--- src/rtl/tpg_pkg.sv ---
// Shared definitions for the NoC test-pattern generator and the receive analyzer:
// FSM states, default field positions and the packet word builder.
package tpg_pkg;

  typedef enum logic [1:0] {
    IDLE = 2'd0,
    SEND = 2'd1,
    WAIT = 2'd2,
    DONE = 2'd3
  } tpg_state_e;

  localparam int ID_W       = 8;
  localparam int DEF_WIDTH  = 32;
  localparam int DEF_ADDR_W = 4;

  // MSB positions of each field for the default 32-bit, 16-node configuration
  localparam int SRC_POS  = DEF_WIDTH - 1;
  localparam int DST_POS  = SRC_POS - DEF_ADDR_W;
  localparam int ID_POS   = DST_POS - DEF_ADDR_W;
  localparam int DATA_POS = ID_POS - ID_W;

  // Fields must already be in range; callers truncate the result to their word width.
  function automatic logic [63:0] pack(
    input int unsigned addr_w,
    input int unsigned data_w,
    input logic [63:0] src,
    input logic [63:0] dst,
    input logic [63:0] id,
    input logic [63:0] data
  );
    pack = (src << (addr_w + 32'(ID_W) + data_w))
         | (dst << (32'(ID_W) + data_w))
         | (id << data_w)
         | data;
  endfunction

endpackage

--- src/rtl/tpg_seq.sv ---
// Sequential traffic pattern generator: emits {src, dst, id, data} packets to one router
// port with round-robin destinations, an optional inter-packet gap and a packet budget.
module tpg_seq
  import tpg_pkg::*;
#(
  parameter int WIDTH        = 32,
  parameter int N            = 16,
  parameter int N_ADDR_WIDTH = $clog2(N),
  parameter int NODE         = 15,
  parameter int GAP          = 0,
  parameter int NUM_PKTS     = 0
) (
  input  logic             clk,
  input  logic             rst,
  input  logic             enable,
  output logic [WIDTH-1:0] data_out,
  output logic             valid_out,
  input  logic             ready_in,
  output logic             done,
  output logic [31:0]      pkt_count
);

  localparam int AW     = N_ADDR_WIDTH;
  localparam int DATA_W = WIDTH - 2 * AW - ID_W;
  localparam int GW     = (GAP > 1) ? $clog2(GAP) : 1;

  localparam logic [AW-1:0] SRC       = AW'(NODE);
  localparam logic [AW-1:0] FIRST_DST = AW'((NODE + 1) % N);
  localparam logic [AW-1:0] LAST_DST  = AW'(N - 1);
  localparam logic [GW-1:0] GAP_LOAD  = GW'((GAP > 0) ? GAP - 1 : 0);

  tpg_state_e        state_q, state_d;
  logic [AW-1:0]     dst_q, dst_d;
  logic [ID_W-1:0]   id_q, id_d;
  logic [DATA_W-1:0] data_q, data_d;
  logic [31:0]       cnt_q, cnt_d;
  logic [GW-1:0]     gap_q, gap_d;
  logic              xfer;

  function automatic logic [AW-1:0] step_dst(input logic [AW-1:0] d);
    if (d == LAST_DST) begin
      return {AW{1'b0}};
    end else begin
      return d + AW'(1);
    end
  endfunction

  // A node never addresses itself, so its own index is stepped over.
  function automatic logic [AW-1:0] next_dst(input logic [AW-1:0] d);
    logic [AW-1:0] t;
    t = step_dst(d);
    if (t == SRC) begin
      t = step_dst(t);
    end else begin
      t = t;
    end
    return t;
  endfunction

  assign valid_out = (state_q == SEND);
  assign done      = (state_q == DONE);
  assign pkt_count = cnt_q;
  assign xfer      = valid_out & ready_in;
  assign data_out  = WIDTH'(pack(AW, DATA_W, 64'(SRC), 64'(dst_q), 64'(id_q), 64'(data_q)));

  always_comb begin
    state_d = state_q;
    gap_d   = gap_q;
    dst_d   = dst_q;
    id_d    = id_q;
    data_d  = data_q;
    cnt_d   = cnt_q;

    case (state_q)
      IDLE: begin
        if (enable) begin
          state_d = SEND;
        end else begin
          state_d = IDLE;
        end
      end
      SEND: begin
        if (xfer) begin
          if ((NUM_PKTS != 0) && (({1'b0, cnt_q} + 33'd1) == 33'(NUM_PKTS))) begin
            state_d = DONE;
          end else if (GAP > 0) begin
            state_d = WAIT;
            gap_d   = GAP_LOAD;
          end else if (enable) begin
            state_d = SEND;
          end else begin
            state_d = IDLE;
          end
        end else begin
          state_d = SEND;
        end
      end
      WAIT: begin
        if (gap_q == {GW{1'b0}}) begin
          state_d = enable ? SEND : IDLE;
        end else begin
          gap_d = gap_q - GW'(1);
        end
      end
      DONE: begin
        state_d = DONE;
      end
      default: begin
        state_d = IDLE;
      end
    endcase

    // Packet fields only advance on an accepted beat, so a stalled word stays stable.
    if (xfer) begin
      id_d   = id_q + 8'd1;
      data_d = data_q + DATA_W'(1);
      dst_d  = next_dst(dst_q);
      cnt_d  = (cnt_q == 32'hFFFF_FFFF) ? cnt_q : cnt_q + 32'd1;
    end else begin
      id_d = id_q;
    end
  end

  always_ff @(posedge clk or negedge rst) begin
    if (!rst) begin
      state_q <= IDLE;
      gap_q   <= {GW{1'b0}};
      dst_q   <= FIRST_DST;
      id_q    <= 8'd0;
      data_q  <= {DATA_W{1'b0}};
      cnt_q   <= 32'd0;
    end else begin
      state_q <= state_d;
      gap_q   <= gap_d;
      dst_q   <= dst_d;
      id_q    <= id_d;
      data_q  <= data_d;
      cnt_q   <= cnt_d;
    end
  end

endmodule

--- config.mk ---
export PLATFORM = sky130hd
export DESIGN_NAME = tpg_seq
export DESIGN_NICKNAME = d
export VERILOG_FILES = /design/src/rtl/tpg_pkg.sv /design/src/rtl/tpg_seq.sv
export SDC_FILE = /design/constraint.sdc
export NUM_CORES = 1
export LEC_CHECK = 0
export ABC_AREA = 0
export CORE_UTILIZATION = 40
export DETAILED_ROUTE_END_ITERATION = 12
export PLACE_DENSITY = 0.74
export RECOVER_POWER = 50
export REMOVE_ABC_BUFFERS = 1
export SLEW_MARGIN = 5
export SYNTH_ARGS = -nofsm -noshare
export SYNTH_HDL_FRONTEND = slang
export SYNTH_SLANG_ARGS = --single-unit
--- constraint.sdc ---
create_clock -name clk -period 2.2 [get_ports clk]
set_input_delay 0.33 -clock clk [delete_from_list [all_inputs] [get_ports clk]]
set_output_delay 0.33 -clock clk [all_outputs]
set_load 0.05 [all_outputs]
**Selected gate families**

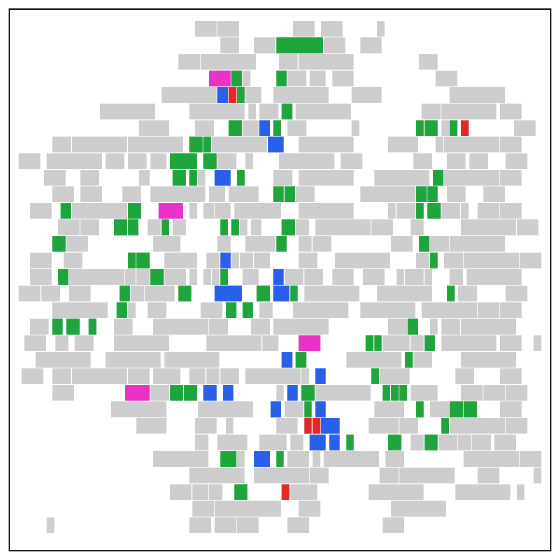
[green] NAND gates | cells: 76
[red] inverters | cells: 5
[blue] inverting AOI/OAI gates | cells: 19
[magenta] multiplexers | cells: 4

==> results.ini <==
[power]
leakagePower_nw=1.77

[critical_path]
critical_path_arrival_ps=1740
timing.rr.end=data_q[14]
cp.required_ps=1870
path_max_fanout=5
r2r-start=state_q[1]
r2r_cells=6

[floorplanning]
fp.dieW_um=88.8
fp_util=0.415

[synthesis]
edf_count=0
ys_types=40
postSynthSeqShare=0.515
ys_chip_area_mm2=0.00301
synth.top_cell.area_share=0.515
syn_inst=284
synthArstFlopShare=1.00

[placed_design]
dpl_cell_area_mm2=0.00382
dp_slack_ps=144
dp_hpwl_um=4810

[clock_network]
clock-root-buffer=clkbuf_8
cts_tree=yes
cts_resized=0
numCtsBuffers=9

[timing]
max_freq_mhz=484
period_minus_slack_ps=2070
final.setup_skew_ps=5.80
hold_viol=0
setup_slack_ps=133

[final_layout]
insertedDiodeCount=0
area_growth_syn_to_layout_pct=33.7
design_area_mm2=0.00403
drive_gt1_frac=0.0863

[min_path]
min_path_type=reg2reg

[drt]
vias=2412
first_iter_violations=137
routed_wirelength_um=6400

[run_status]
status=finished clean

[run]
openroad.warnings=26

**Sequential cells colored by netlist name**

Scale bar: 20 um. Other cells in gray.
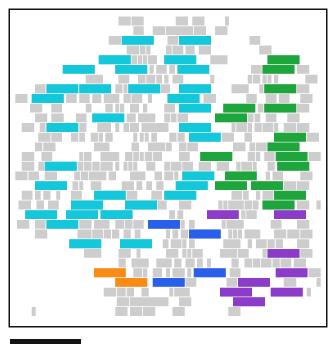
[green] data_q | placed flops: 16 | where: middle right
[blue] dst_q | placed flops: 4 | where: bottom center
[cyan] pkt_count | placed flops: 32
[purple] id_q | placed flops: 8 | where: lower right
[orange] state_q | placed flops: 2

[registers in the layout (all words and copies together) (netlist names)]
| register | cells |
|---|---|
| state_q | 2 |
| data_q | 16 |
| id_q | 8 |
| pkt_count | 32 |
| dst_q | 4 |
[cell usage in the layout (no fill, tap or decap), drive strengths merged, types with 2 or more instances in the layout]
cell and n:
conb 4, a21oi 9, nand4 24, dfrtp 62
buf 7, clkdlybuf4s50 64, inv 5, nand3 21
ha 5, nor4 6, mux2 2, a31oi 2
nor2 20, mux2i 2, clkbuf 17, nor3 4
xor2 18, nand2 29, and2 3, xnor2 34
a211oi 3, and3 13, o21ai 2
[through the flow]
stage / utilization / cells
floorplan: - / 279
global placement: 0.527 / 453
detailed placement: 0.527 / 453
CTS: 0.556 / 470
global route: 0.555 / 470
finish: 0.555 / 470
[per-layer routing]
metal / up-vias / GRT usage / part of all wire
met5: - / 0 / 0
met3: 10 / 0.0606 / 0.067
met4: 0 / 0.0630 / 0.013
met1: 1168 / 0.230 / 0.45
li1: 1158 / - / -
met2: 76 / 0.295 / 0.47
[worst max-delay path, stage by stage (launching register included)]
cell and delay, ps:
dfrtp_1 400, and2_0 190, clkdlybuf4s50_1 810
[cell type report]
type,instances,area [um^2]
clock inverter,3,42.5
clock buffer,13,159
multi-input combinational,212,1410
sequential,62,1550
tap,99,124
fill,655,3230
timing repair buffer,76,722
inverter,5,18.8
[worst max-delay path by stage]
stage	start	cells after the start	endpoint	slack [ps]
6_report	state_q[0]	2	done	130
4_1_cts	state_q[0]	2	done	140
3_5_place_dp	ready_in	6	pkt_count[28]	140
3_3_place_gp	ready_in	7	pkt_count[17]	160
2_1_floorplan	pkt_count[8]	5	pkt_count[26]	50
5_1_grt	rst	3	pkt_count[17]	10
[logic make-up after synthesis]
| logic type | synth area share |
|---|---|
| xor gates and xnor gates | 0.151 |
| DFF | 0.515 |
| muxes | 0.0141 |
| adders and majority gates | 0.0208 |
| AOI/OAI and AO/OA | 0.0424 |
| buffers and inverters | 0.0212 |
| and+or+nand+nor | 0.234 |
| other | 0.00125 |
[power breakdown]
| part | switching [mW] | internal (mW) |
|---|---|---|
| clock | 0.429 | 0.584 |
| sequential | 0.265 | 1.33 |
| combinational | 0.993 | 0.522 |
[timing repair]
action / 4_1_cts / 5_1_grt
endpoints found under the hold margin: 23 / 0
hold buffers: 1 / 0
buffers inserted: 0 / 0
